--- src/rtl/uart_tx_arbiter.sv ---
// Round-robin, frame-granular arbiter sharing one uart_tx byte channel among NUM_REQ requesters.
// One ARB cycle per grant; the owner holds the channel until its last byte or an idle-watchdog release.
module uart_tx_arbiter #(
  parameter int NUM_REQ      = 4,
  parameter int IDLE_TIMEOUT = 1024
) (
  input  logic                   clk,
  input  logic                   rst,
  input  logic [NUM_REQ-1:0]     req_valid,
  input  logic [8*NUM_REQ-1:0]   req_data,
  input  logic [NUM_REQ-1:0]     req_last,
  output logic [NUM_REQ-1:0]     req_ready,
  output logic [7:0]             uart_data,
  output logic                   uart_valid,
  input  logic                   uart_ready,
  output logic [NUM_REQ-1:0]     grant,
  output logic                   busy,
  output logic                   timeout
);

  localparam int PW = $clog2(NUM_REQ);
  localparam int CW = (IDLE_TIMEOUT > 0) ? $clog2(IDLE_TIMEOUT + 1) : 1;
  localparam bit WD_EN = (IDLE_TIMEOUT > 0);
  localparam logic [CW-1:0] WD_LIMIT = (IDLE_TIMEOUT > 0) ? CW'(IDLE_TIMEOUT - 1) : '0;

  typedef enum logic {ARB = 1'b0, OWN = 1'b1} state_t;

  state_t              r_state;
  logic [NUM_REQ-1:0]  r_grant;
  logic [PW-1:0]       r_owner;
  logic [PW-1:0]       r_rr_ptr;
  logic [CW-1:0]       r_idle_cnt;
  logic                r_timeout;

  logic                w_pick_vld;
  logic [PW-1:0]       w_pick_idx;
  logic [NUM_REQ-1:0]  w_pick_oh;
  logic                w_own;
  logic                w_own_vld;
  logic                w_own_last;
  logic                w_accept;
  logic                w_idle_inc;
  logic                w_expire;
  logic [PW-1:0]       w_next_ptr;

  // Descending scan so the requester closest to r_rr_ptr overwrites the others.
  always_comb begin
    w_pick_vld = 1'b0;
    w_pick_idx = '0;
    for (int k = NUM_REQ - 1; k >= 0; k--) begin
      if (req_valid[(int'(r_rr_ptr) + k) % NUM_REQ]) begin
        w_pick_vld = 1'b1;
        w_pick_idx = PW'((int'(r_rr_ptr) + k) % NUM_REQ);
      end
    end
  end

  assign w_pick_oh  = {{(NUM_REQ-1){1'b0}}, 1'b1} << w_pick_idx;
  assign w_own      = (r_state == OWN);
  assign w_own_vld  = req_valid[r_owner];
  assign w_own_last = req_last[r_owner];
  assign w_accept   = w_own && w_own_vld && uart_ready;
  assign w_idle_inc = WD_EN && w_own && uart_ready && !w_own_vld;
  assign w_expire   = w_idle_inc && (r_idle_cnt == WD_LIMIT);
  assign w_next_ptr = (r_owner == PW'(NUM_REQ - 1)) ? '0 : r_owner + PW'(1);

  assign uart_data  = w_own ? req_data[{r_owner, 3'b000} +: 8] : 8'h00;
  assign uart_valid = w_accept;
  assign req_ready  = (w_own && uart_ready) ? r_grant : '0;
  assign grant      = r_grant;
  assign busy       = w_own;
  assign timeout    = r_timeout;

  always_ff @(posedge clk) begin
    if (rst) begin
      r_state    <= ARB;
      r_grant    <= '0;
      r_owner    <= '0;
      r_rr_ptr   <= '0;
      r_idle_cnt <= '0;
      r_timeout  <= 1'b0;
    end else begin
      r_timeout <= 1'b0;
      case (r_state)
        ARB: begin
          if (w_pick_vld) begin
            r_state    <= OWN;
            r_grant    <= w_pick_oh;
            r_owner    <= w_pick_idx;
            r_idle_cnt <= '0;
          end
        end
        OWN: begin
          if (w_accept) begin
            r_idle_cnt <= '0;
            if (w_own_last) begin
              r_state  <= ARB;
              r_grant  <= '0;
              r_rr_ptr <= w_next_ptr;
            end
          end else if (w_expire) begin
            r_state    <= ARB;
            r_grant    <= '0;
            r_rr_ptr   <= w_next_ptr;
            r_idle_cnt <= '0;
            r_timeout  <= 1'b1;
          end else if (w_idle_inc) begin
            r_idle_cnt <= r_idle_cnt + CW'(1);
          end
        end
        default: r_state <= ARB;
      endcase
    end
  end

endmodule

--- config.mk ---
export PLATFORM = sky130hd
export DESIGN_NAME = uart_tx_arbiter
export DESIGN_NICKNAME = d
export VERILOG_FILES = /design/src/rtl/uart_tx_arbiter.sv
export SDC_FILE = /design/constraint.sdc
export NUM_CORES = 1
export LEC_CHECK = 0
export CAP_MARGIN = 20
export CELL_PAD_IN_SITES_DETAIL_PLACEMENT = 2
export CELL_PAD_IN_SITES_GLOBAL_PLACEMENT = 2
export CORE_MARGIN = 2
export CORE_UTILIZATION = 24
export DETAILED_ROUTE_END_ITERATION = 16
export GPL_TIMING_DRIVEN = 1
export PLACE_DENSITY = 0.9
export SLEW_MARGIN = 15
export SYNTH_ARGS = -nofsm -noshare
export SYNTH_HDL_FRONTEND = slang
export SYNTH_SLANG_ARGS = --single-unit
--- constraint.sdc ---
create_clock -name clk -period 2.57 [get_ports clk]
set_input_delay 0.514 -clock clk [delete_from_list [all_inputs] [get_ports clk]]
set_output_delay 0.514 -clock clk [all_outputs]
set_load 0.02 [all_outputs]
class_map.png
Scale: 4 px per um. Fill, decap, tap and diode cells in gray.
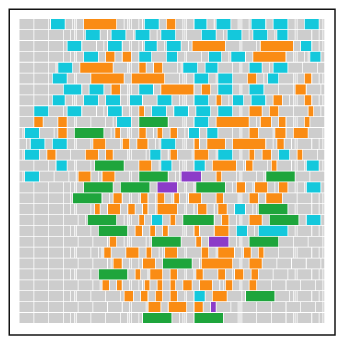
class	color	cells	share of their area
registers	green	21	19%
remaining buffers and delay cells	cyan	79	34%
clock drivers and dummy loads	purple	4	2.1%
remaining logic cells	orange	126	44%
Seq area share: 0.186
Core Box Area: 5820 um^2
site row count: 28
Final Core Density: 0.391
fin area: 2270 um^2

util_map.png
Scale: 3 px per um. 8 x 8 tiles, from black (low) to pale yellow (high), 0 to 100% covered.
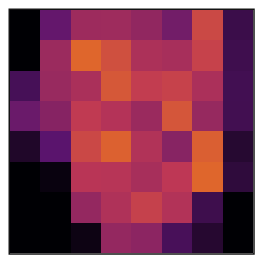
nearly empty tiles	14%
fullest tile	64%
mean over tiles	33%
emptiest ninth of the die	bottom left
fp util: 0.245

closeup.png
Window x 28 to 53, y 28 to 53 um. Cells in gray, sequential cells in the stronger gray; small squares are vias.
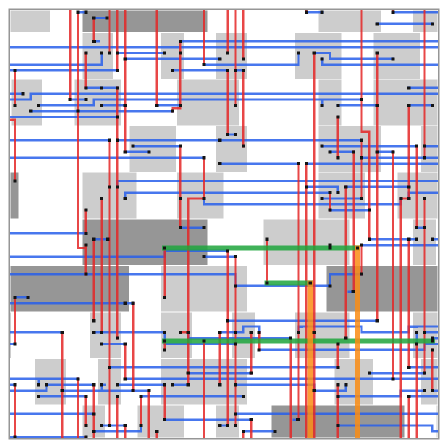
layer	color
M3	green
M4	orange
M2	red
M1	blue
sequential cells in the window	4
cells with their middle in the window	35
most frequent	nand2_1 (6), buf_4 (6)

clock_wires.png
Scale: 8 px per um.
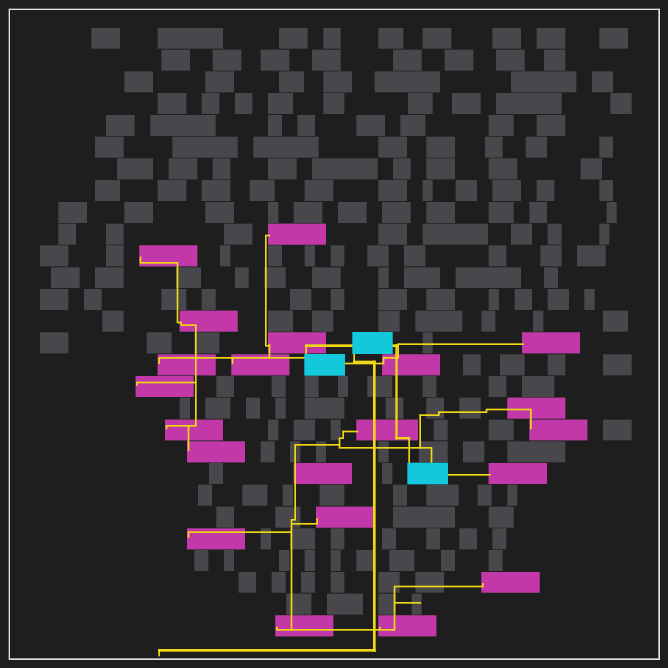
[clock wires] yellow | length: 338 um
[clock-net drivers] cyan | count: 3
[flip-flops] magenta | count: 21
routed clock nets	4
Latency at later pin: 0.27 ns
clock network power: 0.000227 W

clock_nets.png
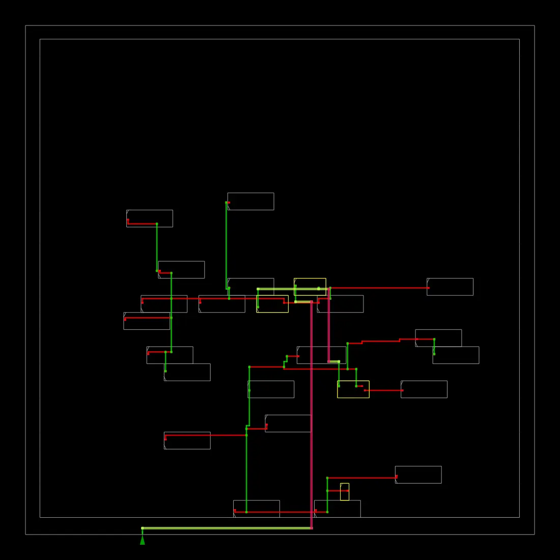
skew final: 0.00784 ns
clock tree sinks: 21
CLK BUF: 4
flop count: 21

==> results.yml <==
# synthesis and place-and-route metrics
synth:
  ys_async_sr_fraction: 0
  common_cells: "dfxtp_1, nand2_1, a21oi_1"
  ff_type: "dfxtp_1"
  synth_top_area_share: 0.295
  syn_avg_cell_area_um2: 9.14
  synthCells: 156
  ys.flops: 21
  area_leaders: "dfxtp_1, mux4_2, a21oi_1"
  yosysWarnings: 0
  synth-edff-count: 0
  ys_types: 42
  ys_chip_area_um2: 1430
  ys_cells: 156
  fp_nets: 201
  most_common_cell: "dfxtp_1"
  postSynthSeqShare: 0.295
  netlist_area_um2: 1430
  largest_area_cell: "dfxtp_1"
clock_network:
  cts_tree: "built"
  cts_inserted_buffers: 3
  cts_buffer_depth: 2
  cts_htree_levels: 1
  hold_buffers: 0
  cts_setup_buffers: 0
  cts-root-buf: "clkbuf_8"
  path_clk_slew_ns: 0.08
floorplan:
  chipArea_um2: 6570
  die_w_um: 81.1
  ios: 62
  die_h_um: 81.1
  taps: 75
place:
  routabilityCongestion: 0.746
  port_buffers: 61
  dp_hpwl_um: 4780
  dp.cells: 301
pwr:
  cellLeakagePower_nw: 0.833
  power_density_nw_per_um2: 368
  power_w: 0.000836
  vdd_drop_max_mv: 0.262
setup_path:
  reg2reg_slack_ns: 0.41
  path_class: "primary input to output pin"
  crit_chain: "clkdlybuf4s50_1 > buf_4 > and3_1 > clkdlybuf4s50_1"
  critPathCaptureType: "output pin"
  startpoint: "uart_ready"
  rr_startpoint: "r_owner[0]"
  reg2regPathDepth: 6
  cp_slowest_stage_delay_ns: 0.61
  cp_max_fo: 4
  rr_endpoint: "r_idle_cnt[6]"
  crit_top_cell: "clkdlybuf4s50_1"
  start_kind: "primary input"
  crit_arrival_ns: 2.00
  required_ns: 2.06
  slowest_stage: "clkdlybuf4s50_1"
  timing.critical_path.to: "req_ready[1]"
  worst-path-stages: 4
  cpLargestDelayFamily: "buffers and inverters"
  path_buffers: 3
route:
  vias: 1572
  drc: 0
  avgViaCountPerCell: 5.15
  wirelength_um: 5790
  drt-wirelength-per-cell_um: 19.0
  first_pass_iters: 4
  ant_nets: 0
  dr.first_iter.drc_count: 51
global_route:
  grt_util_met3: 0.0244
  grt_pass1_vias: 1677
  busiest_layer: "met2"
  overflow: 0
  grt_pass1_wl_um: 8950
  grtUsageMet1: 0.235
  antenna_found_initial: 0
  grt_usage: 0.181
  use_met2: 0.317
  grt_max_degree: 14
finish:
  fin_cells: 305
  regArea_um2: 422
  diodes: 0
  logic_area_um2: 951
  n_all_buffers: 79
  fin_nets: 276
  nMultiInputCombCells: 123
  signal_buffer_area_fraction: 0.330
  clkCellAreaFrac: 0.0198
  final_cell_mix: "clkdlybuf4s50_1, dfxtp_1, buf_4"
  areaGrowthSynthToFinish_pct: 59.4
  mostFrequentLayoutCell: "clkdlybuf4s50_1"
  fill_cells: 651
  dominant_cells: "logic gates"
  layout.non_clock_inverters: 3
  drive_gt1_frac: 0.183
  comb_share: 0.419
hold_path:
  hp-start: "grant[3]"
  hp-class: "flip-flop to flip-flop"
  whs_path_depth: 1
  worstHoldEndpoint: "grant[3]"
final_timing:
  worst-slew-pin-transition_ns: 0.559
  fmax_mhz: 398
  timing.final.crit_share: 0.978
  setup_violations: 0
  slew_headroom: 0.625
  holdWs_ns: 0.497
  fin_crit_ns: 2.51
  drv_slew: 0
  rsz0062_at_grt: "no"
  hold_viol: 0
flow_run:
  maxCapViolCount: 0
  tool_warnings: 26
run_status:
  outcome: "finished, final reports clean"
[repair_timing]
| item | 4_1_cts | 5_1_grt |
|---|---|---|
| endpoints found under the setup margin | 9 | 1 |
| gates cloned | 0 | 0 |
| gates resized | 10 | 1 |
[per-layer routing]
metal / wire length, um / part of all wire
met4: 92 / 0.016
met1: 2510 / 0.43
met5: 0 / 0
met3: 97 / 0.017
met2: 3090 / 0.53
[sequential cells by signal (all words and copies together) (netlist names)]
signal      cells
r_idle_cnt     11
grant           4
r_rr_ptr        2
r_owner         2
busy            1
timeout         1
[metrics by stage]
| stage | setup WS [ns] | util | TNS, ns | area, um^2 |
|---|---|---|---|---|
| CTS | 0.0467 | 0.390 | 0 | 2270 |
| floorplan | 0.633 | - | 0 | 1430 |
| global placement | -0.0603 | 0.384 | -0.125 | 2230 |
| global route | 0.00663 | 0.391 | 0 | 2270 |
| detailed placement | -0.0996 | 0.384 | -0.477 | 2230 |
| finish | 0.0557 | 0.391 | 0 | 2270 |
[cells by family (layout without fill, tap and decap cells)]
family                     Yosys count  count (layout)  share of synthesized area
buffers and inverters               12              86                     0.0378
and+or+nand+nor                     71              71                      0.280
adders and majority gates            2               2                     0.0176
muxes                               14              14                      0.190
DFF                                 21              21                      0.295
AOI/OAI and AO/OA                   34              34                      0.168
xor gates and xnor gates             2               2                     0.0123
[where the power goes]
| part | total, W | leakage [nW] | internal [W] | switching [W] |
|---|---|---|---|---|
| registers | 0.000342 | 0.171 | 0.000333 | 0.00000824 |
| clock network | 0.000227 | 0.0228 | 0.000111 | 0.000116 |
| logic | 0.000268 | 0.639 | 0.000148 | 0.000120 |
| total | 0.000836 | 0.833 | 0.000592 | 0.000244 |
Power figures rest on the tool's default switching activity, not on a simulated workload.
